File: src/rtl/sec_code_pkg.sv
// sec_code_pkg
// Shared constants, state encoding and the LFSR step function for the
// shortened cyclic Hamming SEC code (28 data bits, 8 check bits). The same
// step function is used by the encoder's divider and by the decoder's
// syndrome logic, so both sides agree on the generator polynomial.
//
// Configuration macro: SEC_ENC_NIBBLE_EN
//   undefined : the divider consumes 1 data bit per step (STEP_BITS = 1)
//   defined   : the divider consumes 4 data bits per step (STEP_BITS = 4)
package sec_code_pkg;

  localparam int K_BITS = 28;
  localparam int P_BITS = 8;
  localparam int W_BITS = K_BITS + P_BITS;

  // x^8 + x^4 + x^3 + x^2 + 1; bit 8 is implicit in the shift register
  localparam logic [8:0] GEN_POLY = 9'h11D;

  localparam int CNT_BITS = $clog2(K_BITS);

`ifdef SEC_ENC_NIBBLE_EN
  localparam int STEP_BITS = 4;
`else
  localparam int STEP_BITS = 1;
`endif

  typedef enum logic [1:0] {
    IDLE  = 2'd0,
    SHIFT = 2'd1,
    DONE  = 2'd2
  } enc_state_t;

  // One step of division by g(x): shift the remainder up by one place and,
  // when the bit leaving the top disagrees with the incoming data bit, fold
  // the low part of the generator back in.
  function automatic logic [P_BITS-1:0] lfsr_step(input logic [P_BITS-1:0] rem,
                                                  input logic data_bit);
    logic fb;
    fb = rem[P_BITS-1] ^ data_bit;
    return {rem[P_BITS-2:0], 1'b0} ^ (fb ? GEN_POLY[P_BITS-1:0] : {P_BITS{1'b0}});
  endfunction

endpackage

File: src/rtl/sec_lfsr_div.sv
// sec_lfsr_div
// Remainder register of the polynomial divider. Each enabled edge folds
// STEP_BITS data bits (MSB first) into the remainder.
//
// Configuration macro: SEC_ENC_NIBBLE_EN (selects STEP_BITS via sec_code_pkg)
//
// Ports:
//   clk   - rising-edge clock
//   rst   - synchronous active-high reset, clears the remainder
//   clear - clears the remainder at the start of a new word
//   step  - advance the remainder by STEP_BITS data bits
//   din   - data bits for this step, din[STEP_BITS-1] processed first
//   rem   - current remainder (the check bits once all data is consumed)
module sec_lfsr_div
  import sec_code_pkg::*;
(
  input  logic                 clk,
  input  logic                 rst,
  input  logic                 clear,
  input  logic                 step,
  input  logic [STEP_BITS-1:0] din,
  output logic [P_BITS-1:0]    rem
);

  logic [P_BITS-1:0] rem_next;

  // Unrolled chain of single-bit steps; with one bit per step this is just
  // one application of lfsr_step.
  always_comb begin
    rem_next = rem;
    for (int i = STEP_BITS - 1; i >= 0; i--) begin
      rem_next = lfsr_step(rem_next, din[i]);
    end
  end

  // Remainder register; clear wins over step so a new word always starts
  // from an all-zero remainder.
  always_ff @(posedge clk) begin
    if (rst) begin
      rem <= '0;
    end else if (clear) begin
      rem <= '0;
    end else if (step) begin
      rem <= rem_next;
    end
  end

endmodule

File: src/rtl/sec_encoder_28bits_clk.sv
// sec_encoder_28bits_clk
// Multi-cycle encoder for the shortened cyclic Hamming SEC code. Latches a
// 28-bit data word, divides D(x)*x^8 by g(x) serially, and presents the
// systematic codeword {D, parity} with a one-cycle valid pulse.
//
// Configuration macro: SEC_ENC_NIBBLE_EN
//   undefined : 1 bit per cycle, start-to-valid latency 29 cycles
//   defined   : 4 bits per cycle, start-to-valid latency 8 cycles
//   Codewords are identical in both builds.
//
// Ports:
//   clk   - rising-edge clock
//   rst   - synchronous active-high reset, highest priority
//   start - encode request, only honoured while ready=1
//   D     - data word, sampled on the accepting edge
//   ready - encoder idle, start is accepted this cycle
//   valid - one-cycle pulse, W holds a new codeword
//   W     - codeword {D_latched, parity[7:0]}, held until the next completion
module sec_encoder_28bits_clk
  import sec_code_pkg::*;
(
  input  logic              clk,
  input  logic              rst,
  input  logic              start,
  input  logic [K_BITS-1:0] D,
  output logic              ready,
  output logic              valid,
  output logic [W_BITS-1:0] W
);

  // Counter start value: index of the first (most significant) step.
  localparam logic [CNT_BITS-1:0] CNT_INIT = CNT_BITS'(K_BITS / STEP_BITS - 1);

  enc_state_t state, state_next;

  logic [K_BITS-1:0]    d_reg;
  logic [CNT_BITS-1:0]  cnt;
  logic [P_BITS-1:0]    rem;
  logic                 lfsr_clear;
  logic                 lfsr_step_en;
  logic [STEP_BITS-1:0] lfsr_din;
  logic [CNT_BITS+1:0]  shift_amt;
  logic [K_BITS-1:0]    d_shifted;

  // Pick the data bits for this step by shifting them down to the bottom,
  // which avoids a variable part-select on the latched word.
  always_comb begin
`ifdef SEC_ENC_NIBBLE_EN
    shift_amt = {cnt, 2'b00};
`else
    shift_amt = {2'b00, cnt};
`endif
    d_shifted = d_reg >> shift_amt;
    lfsr_din  = d_shifted[STEP_BITS-1:0];
  end

  sec_lfsr_div u_lfsr_div (
    .clk   (clk),
    .rst   (rst),
    .clear (lfsr_clear),
    .step  (lfsr_step_en),
    .din   (lfsr_din),
    .rem   (rem)
  );

  assign ready = (state == IDLE);

  // Next-state and divider control. Leaving SHIFT happens on the edge that
  // processes step 0, so the counter never wraps.
  always_comb begin
    state_next   = state;
    lfsr_clear   = 1'b0;
    lfsr_step_en = 1'b0;
    case (state)
      IDLE: begin
        if (start) begin
          lfsr_clear = 1'b1;
          state_next = SHIFT;
        end
      end
      SHIFT: begin
        lfsr_step_en = 1'b1;
        if (cnt == '0) begin
          state_next = DONE;
        end
      end
      DONE: begin
        state_next = IDLE;
      end
      default: begin
        state_next = IDLE;
      end
    endcase
  end

  // State register plus the datapath registers it controls. An aborting
  // reset clears W as well, so no stale codeword survives a reset.
  always_ff @(posedge clk) begin
    if (rst) begin
      state <= IDLE;
      d_reg <= '0;
      cnt   <= '0;
      W     <= '0;
      valid <= 1'b0;
    end else begin
      state <= state_next;
      valid <= 1'b0;
      case (state)
        IDLE: begin
          if (start) begin
            d_reg <= D;
            cnt   <= CNT_INIT;
          end
        end
        SHIFT: begin
          if (cnt != '0) begin
            cnt <= cnt - 1'b1;
          end
        end
        DONE: begin
          W     <= {d_reg, rem};
          valid <= 1'b1;
        end
        default: begin
        end
      endcase
    end
  end

endmodule

File: config.mk
export PLATFORM = sky130hd
export DESIGN_NAME = sec_encoder_28bits_clk
export DESIGN_NICKNAME = d
export VERILOG_FILES = /design/src/rtl/sec_code_pkg.sv /design/src/rtl/sec_lfsr_div.sv /design/src/rtl/sec_encoder_28bits_clk.sv
export SDC_FILE = /design/constraint.sdc
export NUM_CORES = 1
export LEC_CHECK = 0
export CAP_MARGIN = 25
export CORE_MARGIN = 2
export CORE_UTILIZATION = 31
export CTS_CLUSTER_DIAMETER = 150
export DETAILED_ROUTE_END_ITERATION = 12
export PLACE_DENSITY = 0.59
export SYNTH_ARGS = -nofsm -noshare
export SYNTH_HDL_FRONTEND = slang
export SYNTH_SLANG_ARGS = --single-unit
File: constraint.sdc
create_clock -name clk -period 2.2 [get_ports clk]
set_input_delay 0.22 -clock clk [delete_from_list [all_inputs] [get_ports clk]]
set_output_delay 0.22 -clock clk [all_outputs]
set_load 0.005 [all_outputs]
Fig. 1: sequential cells grouped by signal name
Scale: 3 px per um. Other sequential cells in the stronger grey, the rest of the logic in the fainter grey.
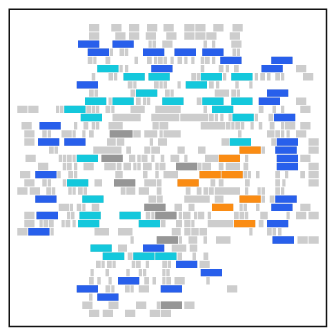
| name in the netlist | colour | sequential cells |
|---|---|---|
| d_reg | cyan | 28 |
| u_lfsr_div.rem | orange | 8 |
| W | blue | 36 |

==> ci_impl_report.md <==
## Implementation flow summary

| Metric | Value |
|---|---|
| Result of the run | `finished clean` |
| Worst min-delay path category | `in -> reg` |
| Final worst path period need | `2.05 ns` |
| Combinational group share of total power | `14.0%` |
| Cell area after technology mapping | `0.00318 sq mm` |
| Detailed-route via count | `~2700` |
| Nets | `about 470` |
| Setup repair after global routing missed its margin | `false` |
| Fin crit share | `93.1%` |
| Area share of the largest cell type after synthesis | `50.4%` |
| Number of nets with antenna violations after detailed routing | `0` |
| Worst R2R End | `u_lfsr_div.rem[3]$_SDFFE_PP0N_` |
| Reported max-cap violation count | `0` |
| Summed standard-cell area reported by yosys | `0.00318 sq mm` |
| Ports | `a little under 70` |
| Mapped Nets | `413` |
| Yosys cell count | `~380` |
| Tot Pwr | `roughly 3 mW` |
| Switching Fraction | `28.1%` |
| Clock-pin slew of the registers on the worst-case setup and hold paths | `~0.090 ns` |
| Signal arrival time at the worst endpoint | `2.33 ns` |
| Critical Path Sink | `u_lfsr_div.rem[3]$_SDFFE_PP0N_` |
| Routed wire length per instance | `about 13 um` |
| Internal Pwr Total | `around 2.1 mW` |
| Share of layout cells above drive strength 1 | `between 7 and 8%` |
| Compound-cell area share of the yosys netlist | `between 10% and 20%` |
| Final hold violations | `0` |
| Endpoints failing setup | `0` |
| Hold_ws | `0.313 ns` |
| Cell Pwr Density | `just over 700 mW/mm^2` |
| DRC violation count after routing | `0` |
| Flip-flop count of the largest register, all copies and words added | `36` |
| Chip area | `0.0111 sq mm` |
| First-pass GRT wire length | `12.4 mm` |
| Synth warnings | `0` |
| Routed wire length on met3 | `412 um` |
| Comb area leader | `simple AND/OR/NAND/NOR gates` |
| Adders+Majority by Area | `0.394%` |
| Post-route cell area | `between 0.004 and 0.005 sq mm` |
| Met2 routed wirelength | `3.41 mm` |
| Total congestion overflow after global routing | `0` |
| TritonCTS buffer count | `9` |
| Leakage | `approximately 1.4 nW` |
| Worst Clk Skew | `~0.013 ns` |
| CTS H-tree depth | `3` |
| Final antenna diode count | `0` |
| Utilization of the core after routing | `42.1%` |
| Wire length after detailed routing | `7.41 mm` |
| Mean cell area of the mapped netlist | `8.33 sq um` |
| Final estimated routing congestion in global placement | `about 0.8` |
| Data required time at the worst endpoint | `roughly 2.5 ns` |
| First-pass DRT Iterations | `4` |
| Detail-routed via count per cell | `around 4.7` |
| Fraction of the mapped netlist area in simple logic gates | `21.6%` |
| Post-synthesis mux area share | `5.36%` |
| CP startpoint kind | `register` |
Fig. 2: congestion heat map
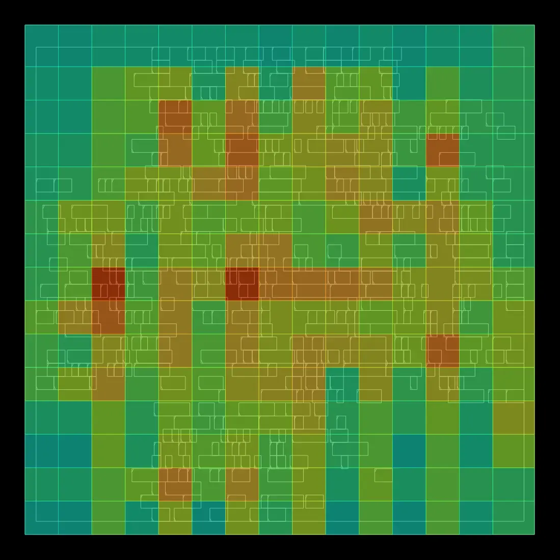
met1 Usage GRT: 18.2%
GR Layer Usage met2: 22.0%
total global-route track usage: 14.0%

[worst max-delay path, cell delays in order, from the launching register on]
cell     delay (ns)
dfxtp_2        0.41
mux4_2         0.53
nor4b_4        0.15
a41oi_2        0.14
and4_1         0.34
xor3_1         0.26
a21oi_1        0.15
[power groups by stage]
| stage | Sequential (mW) | Combinational (mW) | Clock [mW] |
|---|---|---|---|
| CTS | 1.57 | 0.421 | 1.01 |
| finish | 1.57 | 0.416 | 0.975 |
| detailed placement | 1.61 | 0.419 | 0 |
| floorplan | 1.57 | 0.305 | 0 |
| global route | 1.58 | 0.462 | 1.07 |
| global placement | 1.60 | 0.411 | 0 |
[cell usage in the layout, fill, tap and decap left out, drive strengths merged, types with 2 or more instances in the layout]
cell type / synthesis / layout
nand2: 140 / 140
dfxtp: 80 / 80
a21oi: 73 / 73
clkdlybuf4s50: 0 / 67
buf: 5 / 13
clkbuf: 26 / 9
nor2: 7 / 7
mux4: 5 / 5
inv: 3 / 5
nand2b: 4 / 4
o21ai: 4 / 4
nor3: 3 / 3
a211oi: 3 / 3
xor3: 3 / 3
clkinv: 0 / 3
nor4: 2 / 2
xor2: 2 / 2
mux2: 2 / 2
mux2i: 2 / 2
nand3: 2 / 2
clkinvlp: 0 / 2
nor2b: 2 / 2
[final cells by class]
cell class	count	area [sq um]	area share [%]
clock inverters	7	55.1	1.32
flip-flops and latches	80	1600	38.6
clock buffers	9	124	2.98
well taps	133	166	4.00
repair buffers	80	766	18.4
multi-input cells	267	1430	34.4
inverters	3	11.3	0.271
[routing by layer]
metal | vias to the layer above | track usage (%)
met3 | 6 | 4.70
met5 | - | 0
met4 | 0 | 4.00
met2 | 69 | 22.0
li1 | 1385 | -
met1 | 1261 | 18.2
[cell usage after synthesis (all sizes together), types with 3 or more instances]
library cell / instances
nand2: 140
dfxtp: 80
a21oi: 73
clkbuf: 26
nor2: 7
buf: 5
mux4: 5
nand2b: 4
o21ai: 4
a211oi: 3
inv: 3
nor3: 3
xor3: 3
[worst min-delay path by stage]
stage / startpoint / to / slack [ns] / cells past startpoint
6_report: rst / W[26]$_SDFFE_PP0P_ / 0.31 / 2
5_1_grt: rst / cnt[3]$_SDFFE_PP0P_ / 0.32 / 2
4_1_cts: rst / cnt[3]$_SDFFE_PP0P_ / 0.30 / 2
3_5_place_dp: W[33]$_SDFFE_PP0P_ / W[33]$_SDFFE_PP0P_ / 0.45 / 2
3_3_place_gp: W[7]$_SDFFE_PP0P_ / W[7]$_SDFFE_PP0P_ / 0.45 / 2
2_1_floorplan: D[0] / d_reg[0]$_SDFFE_PP0P_ / 0.36 / 2
[what timing repair did]
item	4_1_cts	5_1_grt
gates resized	0	1
setup endpoints to repair	0	3
setup buffers	0	0
[per-stage QoR]
step                      instances  setup slack, ns
final                           579            0.151
after global routing            579           0.0242
after floorplan                 381            0.263
after global placement          563            0.136
after CTS                       579           0.0437
after detailed placement        563           0.0679
Power and IR drop assume default switching activity.
